==> run_1/final_congestion.png <==
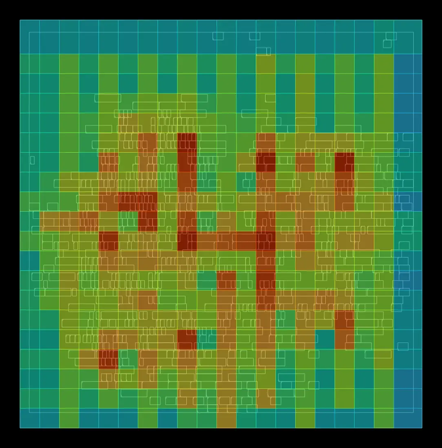
==> run_1/metal_stack.png <==
Scale: 2 px per um.
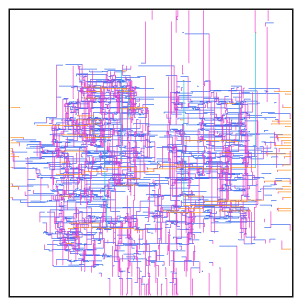
==> run_1/pins.png <==
Scale: 2 px per um. Pins as bars across the die edge, other pins in grey.
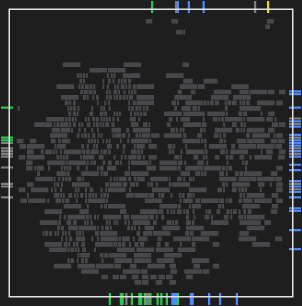
--- src/rtl/npu_byte_loader.sv ---
// Byte-stream loader for the NPU memory-mapped write port: packs bytes little-endian
// into 32-bit words, writes one region, optionally fires the conv trigger, then pulses done.
module npu_byte_loader #(
  parameter int IMG_SIZE = 240,
  parameter int WC_SIZE  = 9,
  parameter int FC2_SIZE = 10
) (
  input  logic        clk,
  input  logic        rst_ni,
  input  logic        start,
  input  logic [2:0]  cfg_sel,
  input  logic        cfg_trig,
  input  logic        s_valid,
  output logic        s_ready,
  input  logic [7:0]  s_data,
  output logic        busy,
  output logic        done,
  output logic        err,
  output logic        ena,
  output logic        wea,
  output logic [15:0] addra,
  output logic [31:0] dina
);

  localparam logic [15:0] IMG_LEN = 16'(IMG_SIZE);
  localparam logic [15:0] WC_LEN  = 16'(WC_SIZE);
  localparam logic [15:0] FC2_LEN = 16'(FC2_SIZE);

  typedef enum logic [2:0] {
    IDLE  = 3'd0,
    RECV  = 3'd1,
    WRITE = 3'd2,
    TRIG  = 3'd3,
    DONE  = 3'd4
  } state_t;

  state_t      state_q;
  logic [2:0]  sel_q;
  logic        trig_q;
  logic [15:0] byte_cnt_q;
  logic [11:0] word_idx_q;
  logic [31:0] pack_q;

  logic        s_ready_q;
  logic        busy_q;
  logic        done_q;
  logic        err_q;
  logic        ena_q;
  logic        wea_q;
  logic [15:0] addra_q;
  logic [31:0] dina_q;

  logic [15:0] len_d;
  logic [15:0] byte_inc_d;
  logic [31:0] pack_d;
  logic        sel_ok_d;
  logic        last_byte_d;

  always_comb begin
    len_d = 16'd0;
    case (sel_q)
      3'd1:    len_d = IMG_LEN;
      3'd2:    len_d = WC_LEN;
      3'd4:    len_d = FC2_LEN;
      default: len_d = 16'd0;
    endcase
  end

  // Pack register with the incoming byte already merged, so the WRITE-cycle data
  // can be registered on the same edge that accepts the last byte of a word.
  always_comb begin
    pack_d = pack_q;
    case (byte_cnt_q[1:0])
      2'd0:    pack_d[7:0]   = s_data;
      2'd1:    pack_d[15:8]  = s_data;
      2'd2:    pack_d[23:16] = s_data;
      default: pack_d[31:24] = s_data;
    endcase
  end

  assign byte_inc_d  = byte_cnt_q + 16'd1;
  assign last_byte_d = (byte_cnt_q[1:0] == 2'd3) || (byte_inc_d == len_d);
  assign sel_ok_d    = (cfg_sel == 3'd1) || (cfg_sel == 3'd2) || (cfg_sel == 3'd4);

  always_ff @(posedge clk or negedge rst_ni) begin
    if (!rst_ni) begin
      state_q    <= IDLE;
      sel_q      <= 3'd0;
      trig_q     <= 1'b0;
      byte_cnt_q <= 16'd0;
      word_idx_q <= 12'd0;
      pack_q     <= 32'd0;
      s_ready_q  <= 1'b0;
      busy_q     <= 1'b0;
      done_q     <= 1'b0;
      err_q      <= 1'b0;
      ena_q      <= 1'b0;
      wea_q      <= 1'b0;
      addra_q    <= 16'd0;
      dina_q     <= 32'd0;
    end else begin
      // Outputs are driven from the state being entered; default them to idle values.
      done_q  <= 1'b0;
      err_q   <= 1'b0;
      ena_q   <= 1'b0;
      wea_q   <= 1'b0;
      addra_q <= 16'd0;
      dina_q  <= 32'd0;
      case (state_q)
        IDLE: begin
          if (start) begin
            sel_q      <= cfg_sel;
            trig_q     <= cfg_trig;
            byte_cnt_q <= 16'd0;
            word_idx_q <= 12'd0;
            pack_q     <= 32'd0;
            busy_q     <= 1'b1;
            if (sel_ok_d) begin
              state_q   <= RECV;
              s_ready_q <= 1'b1;
            end else begin
              state_q <= DONE;
              done_q  <= 1'b1;
              err_q   <= 1'b1;
            end
          end
        end
        RECV: begin
          if (s_valid && s_ready_q) begin
            pack_q     <= pack_d;
            byte_cnt_q <= byte_inc_d;
            if (last_byte_d) begin
              state_q   <= WRITE;
              s_ready_q <= 1'b0;
              ena_q     <= 1'b1;
              wea_q     <= 1'b1;
              addra_q   <= {1'b0, sel_q, word_idx_q};
              dina_q    <= pack_d;
            end
          end
        end
        WRITE: begin
          word_idx_q <= word_idx_q + 12'd1;
          pack_q     <= 32'd0;
          if (byte_cnt_q < len_d) begin
            state_q   <= RECV;
            s_ready_q <= 1'b1;
          end else if (trig_q) begin
            state_q <= TRIG;
            ena_q   <= 1'b1;
            wea_q   <= 1'b1;
            addra_q <= 16'h5000;
            dina_q  <= 32'h0000_0001;
          end else begin
            state_q <= DONE;
            done_q  <= 1'b1;
          end
        end
        TRIG: begin
          state_q <= DONE;
          done_q  <= 1'b1;
        end
        DONE: begin
          state_q <= IDLE;
          busy_q  <= 1'b0;
        end
        default: begin
          state_q   <= IDLE;
          busy_q    <= 1'b0;
          s_ready_q <= 1'b0;
        end
      endcase
    end
  end

  assign s_ready = s_ready_q;
  assign busy    = busy_q;
  assign done    = done_q;
  assign err     = err_q;
  assign ena     = ena_q;
  assign wea     = wea_q;
  assign addra   = addra_q;
  assign dina    = dina_q;

endmodule

--- config.mk ---
export PLATFORM = sky130hd
export DESIGN_NAME = npu_byte_loader
export DESIGN_NICKNAME = d
export VERILOG_FILES = /design/src/rtl/npu_byte_loader.sv
export SDC_FILE = /design/constraint.sdc
export NUM_CORES = 1
export LEC_CHECK = 0
export ABC_AREA = 1
export CAP_MARGIN = 20
export CORE_AREA = 3 3 138 140
export CTS_BUF_LIST = sky130_fd_sc_hd__clkbuf_8
export CTS_CLUSTER_DIAMETER = 60
export DETAILED_ROUTE_END_ITERATION = 8
export DIE_AREA = 0 0 141 143
export GPL_ROUTABILITY_DRIVEN = 0
export HOLD_SLACK_MARGIN = 0.03
export SETUP_SLACK_MARGIN = 0.3
export SLEW_MARGIN = 30
export SYNTH_ARGS = -nofsm -noshare
export SYNTH_HDL_FRONTEND = slang
export SYNTH_SLANG_ARGS = --single-unit
--- constraint.sdc ---
create_clock -name clk -period 2.83 [get_ports clk]
set_input_delay 0.566 -clock clk [delete_from_list [all_inputs] [get_ports clk]]
set_output_delay 0.566 -clock clk [all_outputs]
set_load 0.03 [all_outputs]
==> reports/summary.txt, run 1 <==
CTS Sinks = 119
Mapped Area = 0.00567 mm2
Hold Crit Class = flip-flop to flip-flop
Initial DRC count = 382
Num CTS Buffers = 17
Worst-path clk slew = 0.07 ns
CP required = 3.14 ns
Multi-In Gates = 451
Crit path max-delay family = simple AND/OR/NAND/NOR gates
Logic share of the area = 32.7%
Fp util = 31.6%
Net count reported at finish = 766
Fin Hold WS = 0.464 ns
Placed inst area = 0.00662 mm2
Non-clk bufs = 82
Late-Pin Clk Latency = 0.45 ns
WL met1 = 6590 um
IR drop worst, VDD = 0.000432 V
Netlist cell types = 34
Synth async-reset ratio = 100%
Final Cell Area = 0.00707 mm2
Total power = 0.00602 W
Tap cells = 229
Mapped Nets = 689
Outcome = completed
Relative slew slack = 65.6%
Drt via density = 4.67
TritonCTS clock tree = built
Largest net degree at the start of global routing = 65
PwrDens = 851 mW/mm2
Count leader, synth = nand2_1
Tmin final = 2.26 ns
Max cap viols = 0
Met2 Use GR = 21.2%
Dpl cells = 947
Setup repair bufs after CTS = 0
Final Hold Vio Count = 0
Inverters, non-clock = 67
Logic area = 0.00231 mm2
ClkCell Share = 6.05%
Initial antenna violation count = 0
Die ar. = 0.0202 mm2
OpenROAD warning count = 29
CTS max path bufs = 2
Root Buffer = clkbuf_8
Non-clock buffer share of cell area = 11.6%
Clk_skew = 0.0118 ns
N_diodes = 0
Fmax = 0.442 GHz
Primary FF master, synth = dfrtp_1
CTS Hold Bufs = 1
CP bufs+invs = 2
Clock buffers = 22
Reg area = 0.00298 mm2
Yosys chip area = 0.00567 mm2
Avg Cell Area, Syn = 8.58 um2
Total negative setup slack = 0 ns
Actual slew at the worst max-slew pin = 0.517 ns
CORE AREA = 0.0180 mm2
Wire length of the first global-routing pass = 22700 um
Crit share post-route = 80.0%
Crit. End Element = flip-flop
Routed met2 length = 5900 um
Share of post-route cells with drive strength above 1 = 12.8%
TritonRoute pass-1 iters = 5
Grt ovf = 0
Max H-tree Level = 4
Pins Over Slew Limit = 0
FP Rows = 49
Leak Pwr = 3.22 nW
Crit path max fanout = 8
Dominant cell area share = 52.5%
Resize count post-CTS = 0
Most used cell along the critical path = nand2_1
Leading area contributor after synthesis = dfrtp_1
Setup violators final = 0
Vias in the first global route = 4338
Seq_cells = 119
Antenna Nets Post-Route = 0
Sequential fraction of the synthesis area = 52.5%
Warnings, synthesis = 0
Sequential share of cell area = 42.1%
Notes on final_congestion.png above:
Finished Core Util: 39.4%
met1 GRT Util: 20.1%
met3 GRT Util: 3.78%
DR WL/cell: 13.8 um
busiest grt layer: met2

Notes on metal_stack.png above:
met3: shown in orange, wire length 733 um. met1: shown in blue, wire length 6590 um. met2: shown in magenta, wire length 5900 um. met4: shown in cyan, wire length 262 um.
Total GRT Usage: 14.3%
via count: 4572
total wire length: 13500 um

Notes on pins.png above:
`dina`: shown in blue, pins 32, direction output, edge 21 right, 8 bottom, 3 top. `addra`: shown in green, pins 16, direction output, edge 12 bottom, 3 left, 1 top. `rst_ni`: shown in yellow, pins 1, direction input, edge top.
All pins by edge: 28 right, 23 bottom, 12 left, 7 top.
IO buf count: 68
Die X-Extent: 141 um
Die H: 143 um

run 1: final timing paths:
kind	from	end	slack, ns	depth (start not counted)
max	sel_q[2]	dina[0]	0.57	10
min in group asynchronous	rst_ni	dina[30]	0.59	2
min reg2reg	word_idx_q[10]	word_idx_q[10]	0.46	1
min	word_idx_q[10]	word_idx_q[10]	0.46	1
max in group asynchronous	rst_ni	dina[3]	1.60	3
max reg2reg	sel_q[2]	dina[0]	0.57	10
run 1: power breakdown:
part	leakage [nW]	internal, W	switching [W]
combinational	1.38	0.000697	0.00145
sequential	1.61	0.00202	0.000194
clock	0.227	0.000976	0.000677
run 1: layout by cell type (no fill, tap or decap), types with 7 or more instances in the layout:
master             n
o31ai_1           32
o21ai_0           54
nand4_1           11
inv_1             66
nand3_1           36
clkbuf_8          22
dfrtp_1          119
nor2_2            43
buf_4             10
o22ai_1            7
ha_1              12
nor2_1            47
nand2_1          170
clkdlybuf4s50_1   67
a21oi_1           13
run 1: state kept, by name, summed over array words and instances (netlist names):
signal	count
trig_q	1
word_idx_q	12
pack_q	32
dina	32
wea	1
byte_cnt_q	16
sel_q	3
state_q	3
done	1
err	1
busy	1
addra	15
s_ready	1
run 1: cell families (layout without fill, tap and decap cells):
| group | Yosys count | after routing | share of synthesized area [%] |
|---|---|---|---|
| flops | 119 | 119 | 52.5 |
| xor+xnor | 3 | 3 | 0.463 |
| fa+ha+maj | 12 | 12 | 2.65 |
| simple gates | 318 | 318 | 25.1 |
| mux | 1 | 1 | 0.176 |
| other cells | 1 | 1 | 0.0661 |
| compound gates | 116 | 116 | 12.2 |
| buf+inv | 91 | 181 | 6.88 |
==> run_1/port_nets.png <==
Scale: 2 px per um.
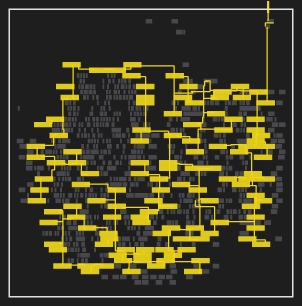

==> inputs of run 2 (changes only) <==
==> constraint.sdc (replaced) <==
create_clock -name clk -period 1.9 [get_ports clk]
set_input_delay 0.38 -clock clk [delete_from_list [all_inputs] [get_ports clk]]
set_output_delay 0.38 -clock clk [all_outputs]
set_load 0.03 [all_outputs]
==> run_2/port_nets.png <==
Scale: 2 px per um.
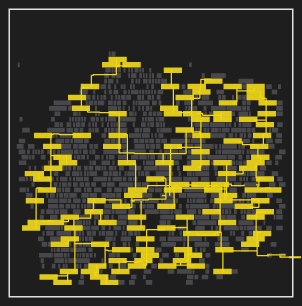
`rst_ni`: shown in yellow, bits 1, direction input, edge right, end cells 119, buffers 6, wire 1060 um.
# IOs: 70

==> run_2/pins.png <==
Scale: 2 px per um. Pins as bars across the die edge, other pins in grey.
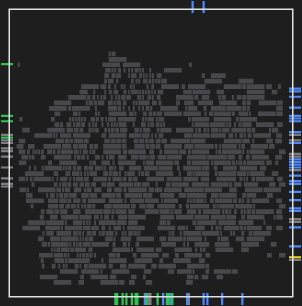
`rst_ni`: shown in yellow, pins 1, direction input, edge right. `addra`: shown in green, pins 16, direction output, edge 12 bottom, 4 left. `dina`: shown in blue, pins 32, direction output, edge 22 right, 8 bottom, 2 top.
All pins by edge: 31 right, 23 bottom, 14 left, 2 top.

==> reports/summary.txt, run 2 <==
Crit share post-route = 108%
IO buf count = 68
Placed inst area = 0.00717 mm2
Internal power = 0.00785 W
Max H-tree Level = 4
Late-Pin Clk Latency = 0.45 ns
Fin worst setup slack = -0.150 ns
Die X-Extent = 141 um
Met1 GRT Util = 22.5%
Crit. End Element = flip-flop
Hold Crit Class = input pin to async pin
Clock share of power = 16.0%
Crit path max fanout = 3
Sequential fraction of the synthesis area = 52.5%
FF-to-FF setup slack = -0.15 ns
PwrDens = 1460 mW/mm2
Outcome = finished, violations left
Drt via density = 4.97
Comb pwr share = 58.6%
N_diodes = 0
Clock network power = 0.00217 W
Busiest grt layer = met2
FF-to-FF Start = sel_q[0]
Netlist cell types = 34
Net Switching = 0.00574 W
Worst-path clk slew = 0.07 ns
Synth async-reset ratio = 100%
Most numerous logic cell after layout = nand2_1
Largest net degree at the start of global routing = 39
Count leader, synth = nand2_1
Mapped Area = 0.00567 mm2
Wire length of the first global-routing pass = 27000 um
FP Rows = 49
Violated checks = negative setup slack
DR WL/cell = 16.5 um
Most used cell along the critical path = nand2_1
Initial DRC count = 318
Net count reported at finish = 876
Total wire length = 18000 um
Avg Cell Area, Syn = 8.58 um2
RR Endpoint = s_ready
CP bufs+invs = 3
Met2 Use GR = 27.4%
Setup violators final = 51
Total GRT Usage = 17.0%
Met3 GRT Util = 4.39%
Warnings, synthesis = 0
TritonRoute pass-1 iters = 7
OpenROAD warning count = 32
Mapped Nets = 689
Relative slew slack = 61.9%
TritonCTS clock tree = built
Die ar. = 0.0202 mm2
Leading area contributor after synthesis = dfrtp_1
Comb group = 0.00797 W
CP Depth = 14
Top Consumer = combinational cells
CTS Sinks = 119
Root Buffer = clkbuf_8
Top Layout Cells = nand2_1, dfrtp_1, buf_4
Pins Over Slew Limit = 0
Leak Pwr = 4.31 nW
Dpl cells = 998
CP required = 2.23 ns
Sw Share = 42.3%
Die H = 143 um
Vias in the first global route = 5159
Share of post-route cells with drive strength above 1 = 43.1%
Sequential power = 0.00346 W
## run 2: cell counts after synthesis
Identical to the previous run, type by type.
## run 2: cell type report
cell class / count / area [um2] / share of cell area [%]
Clock inverter: 10 / 80.1 / 0.860
Tap cell: 229 / 287 / 3.08
Clock buffer: 21 / 289 / 3.10
Timing Repair Buffer: 192 / 2060 / 22.1
Inverter: 67 / 265 / 2.85
Multi-Input combinational cell: 451 / 3350 / 36.0
Sequential cell: 119 / 2980 / 32.0
## run 2: worst max-delay path by stage
stage	startpoint	endpoint	slack (ns)
3_5_place_dp	byte_cnt_q[0]	dina[19]	-0.19
2_1_floorplan	byte_cnt_q[0]	dina[2]	-0.07
3_3_place_gp	byte_cnt_q[0]	dina[15]	-0.14
4_1_cts	byte_cnt_q[0]	dina[15]	-0.13
5_1_grt	sel_q[0]	s_ready	-0.30
6_report	sel_q[0]	s_ready	-0.15
## run 2: cells by family after synthesis
kind of cell             after synthesis  share of synthesized area (%)
AND-OR/OR-AND                        116                           12.2
buffers and inverters                 91                           6.88
other                                  1                         0.0661
adder cells (fa/ha/maj)               12                           2.65
flip-flops                           119                           52.5
multiplexers                           1                          0.176
AND/OR/NAND/NOR                      318                           25.1
XOR/XNOR                               3                          0.463
## run 2: routing by layer
metal / part of all wire (%) / up-vias
met2: 50 / 169
met3: 5.4 / 29
met5: 0 / -
met1: 43 / 2664
li1: - / 2548
met4: 2.0 / 0
## run 2: what timing repair did
item,in CTS,in global routing
pin swaps,21,25
resized,198,180
setup buffers,30,18
setup endpoints to repair,140,139
hold buffers,1,0
hold endpoints to repair,34,0
cloned,10,1
==> run_2/registers.png <==
Scale: 2 px per um. Other sequential cells in the stronger grey, the rest of the logic in the fainter grey.
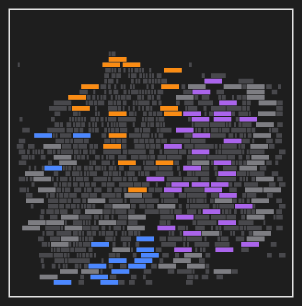

==> inputs of run 3 (changes only) <==
==> constraint.sdc (replaced) <==
create_clock -name clk -period 1.9 [get_ports clk]
set_input_delay 0.38 -clock clk [delete_from_list [all_inputs] [get_ports clk]]
set_output_delay 0.38 -clock clk [all_outputs]
set_load 0.005 [all_outputs]
==> run_3/registers.png <==
Scale: 2 px per um. Other sequential cells in the stronger grey, the rest of the logic in the fainter grey.
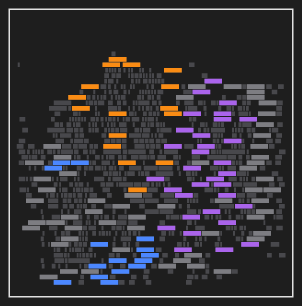
`addra`: shown in blue, sequential cells 15. `byte_cnt_q`: shown in orange, sequential cells 16. `pack_q`: shown in purple, sequential cells 32.
Another 56 sequential cells are not coloured.
sequential share of cell area: 37.0%
Reg area: 0.00298 mm2
Finished Core Util: 44.9%

==> reports/summary.txt, run 3 <==
Setup violators final = 51
Netlist cell types = 34
TritonCTS clock tree = built
PwrDens = 1290 mW/mm2
Relative slew slack = 64.8%
Leading area contributor after synthesis = dfrtp_1
Root Buffer = clkbuf_8
Antenna Nets Post-Route = 0
Vias in the first global route = 4892
Total GRT Usage = 15.6%
Late-Pin Clk Latency = 0.44 ns
CTS max path bufs = 2
Outcome = finished, violations left
Max H-tree Level = 4
Placed inst area = 0.00717 mm2
Met1 GRT Util = 21.0%
Fp util = 31.6%
Total negative setup slack = -5.39 ns
Routed met2 length = 6980 um
Net count reported at finish = 836
Crit path max fanout = 25
# IOs = 70
Fin Hold WS = 0.466 ns
CP required = 2.27 ns
Setup repair bufs after CTS = 13
Num CTS Buffers = 17
Max cap viols = 0
N_diodes = 0
Resize count post-CTS = 125
Yosys chip area = 0.00567 mm2
IR drop worst, VDD = 0.000597 V
Warnings, synthesis = 0
TritonRoute pass-1 iters = 5
Initial DRC count = 352
CTS Hold Bufs = 1
Most numerous logic cell after layout = nand2_1
RR Endpoint = dina[15]
Met2 Use GR = 24.8%
IO buf count = 68
Primary FF master, synth = dfrtp_1
Violated checks = negative setup slack
Total wire length = 15100 um
Via count = 4923
Fin worst setup slack = -0.136 ns
Total power = 0.0104 W
==> run_3/pins.png <==
Scale: 2 px per um. Pins as bars across the die edge, other pins in grey.
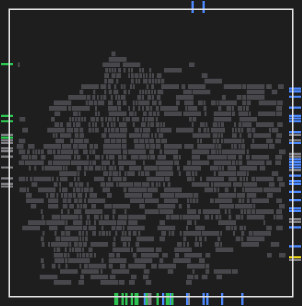
`addra`: shown in green, pins 16, direction output, edge 12 bottom, 4 left. `rst_ni`: shown in yellow, pins 1, direction input, edge right. `dina`: shown in blue, pins 32, direction output, edge 22 right, 8 bottom, 2 top.
All pins by edge: 31 right, 23 bottom, 14 left, 2 top.

run 3: how the worst max path moves through the flow:
stage / from / endpoint / slack [ns] / cells past startpoint
after global routing: byte_cnt_q[0] / dina[15] / -0.28 / 14
after detailed placement: byte_cnt_q[0] / dina[19] / -0.19 / 14
after CTS: byte_cnt_q[0] / dina[15] / -0.13 / 13
final: byte_cnt_q[0] / dina[15] / -0.14 / 13
after floorplan: byte_cnt_q[0] / dina[2] / -0.07 / 14
after global placement: byte_cnt_q[0] / dina[15] / -0.14 / 12
run 3: final cells by class:
type                       instances  share of cell area (%)
tap                              229                    3.55
clock buffer                      21                    3.58
inverter                          67                    3.18
clock inverter                    10                   0.993
timing repair buffer             152                    18.4
sequential                       119                    37.0
multi-input combinational        451                    33.4
run 3: worst max-delay path, stage by stage, from the launching register on:
cell     delay [ns]
dfrtp_1        0.42
buf_6          0.15
inv_4          0.06
ha_4           0.26
inv_2          0.04
xor2_1         0.15
nor2_1         0.09
nand3_1        0.09
nor2_2         0.15
nand2_2        0.09
nand2_4        0.08
nand3_4        0.09
buf_12         0.19
nor2_1         0.10
run 3: cells by family (layout without fill, tap and decap cells):
logic type | Yosys count | count (layout) | synth area share [%]
xor+xnor | 3 | 3 | 0.463
fa+ha+maj | 12 | 12 | 2.65
buf+inv | 91 | 250 | 6.88
compound gates | 116 | 116 | 12.2
simple gates | 318 | 318 | 25.1
other cells | 1 | 1 | 0.0661
mux | 1 | 1 | 0.176
flops | 119 | 119 | 52.5
run 3: report_power, final:
group          internal, W  leakage (nW)  switching (W)
combinational      0.00219          2.16        0.00273
clock              0.00114         0.192        0.00101
sequential         0.00302          1.61       0.000326
total              0.00636          3.95        0.00407
No activity file was given, so power comes from the tool's default toggle rates.
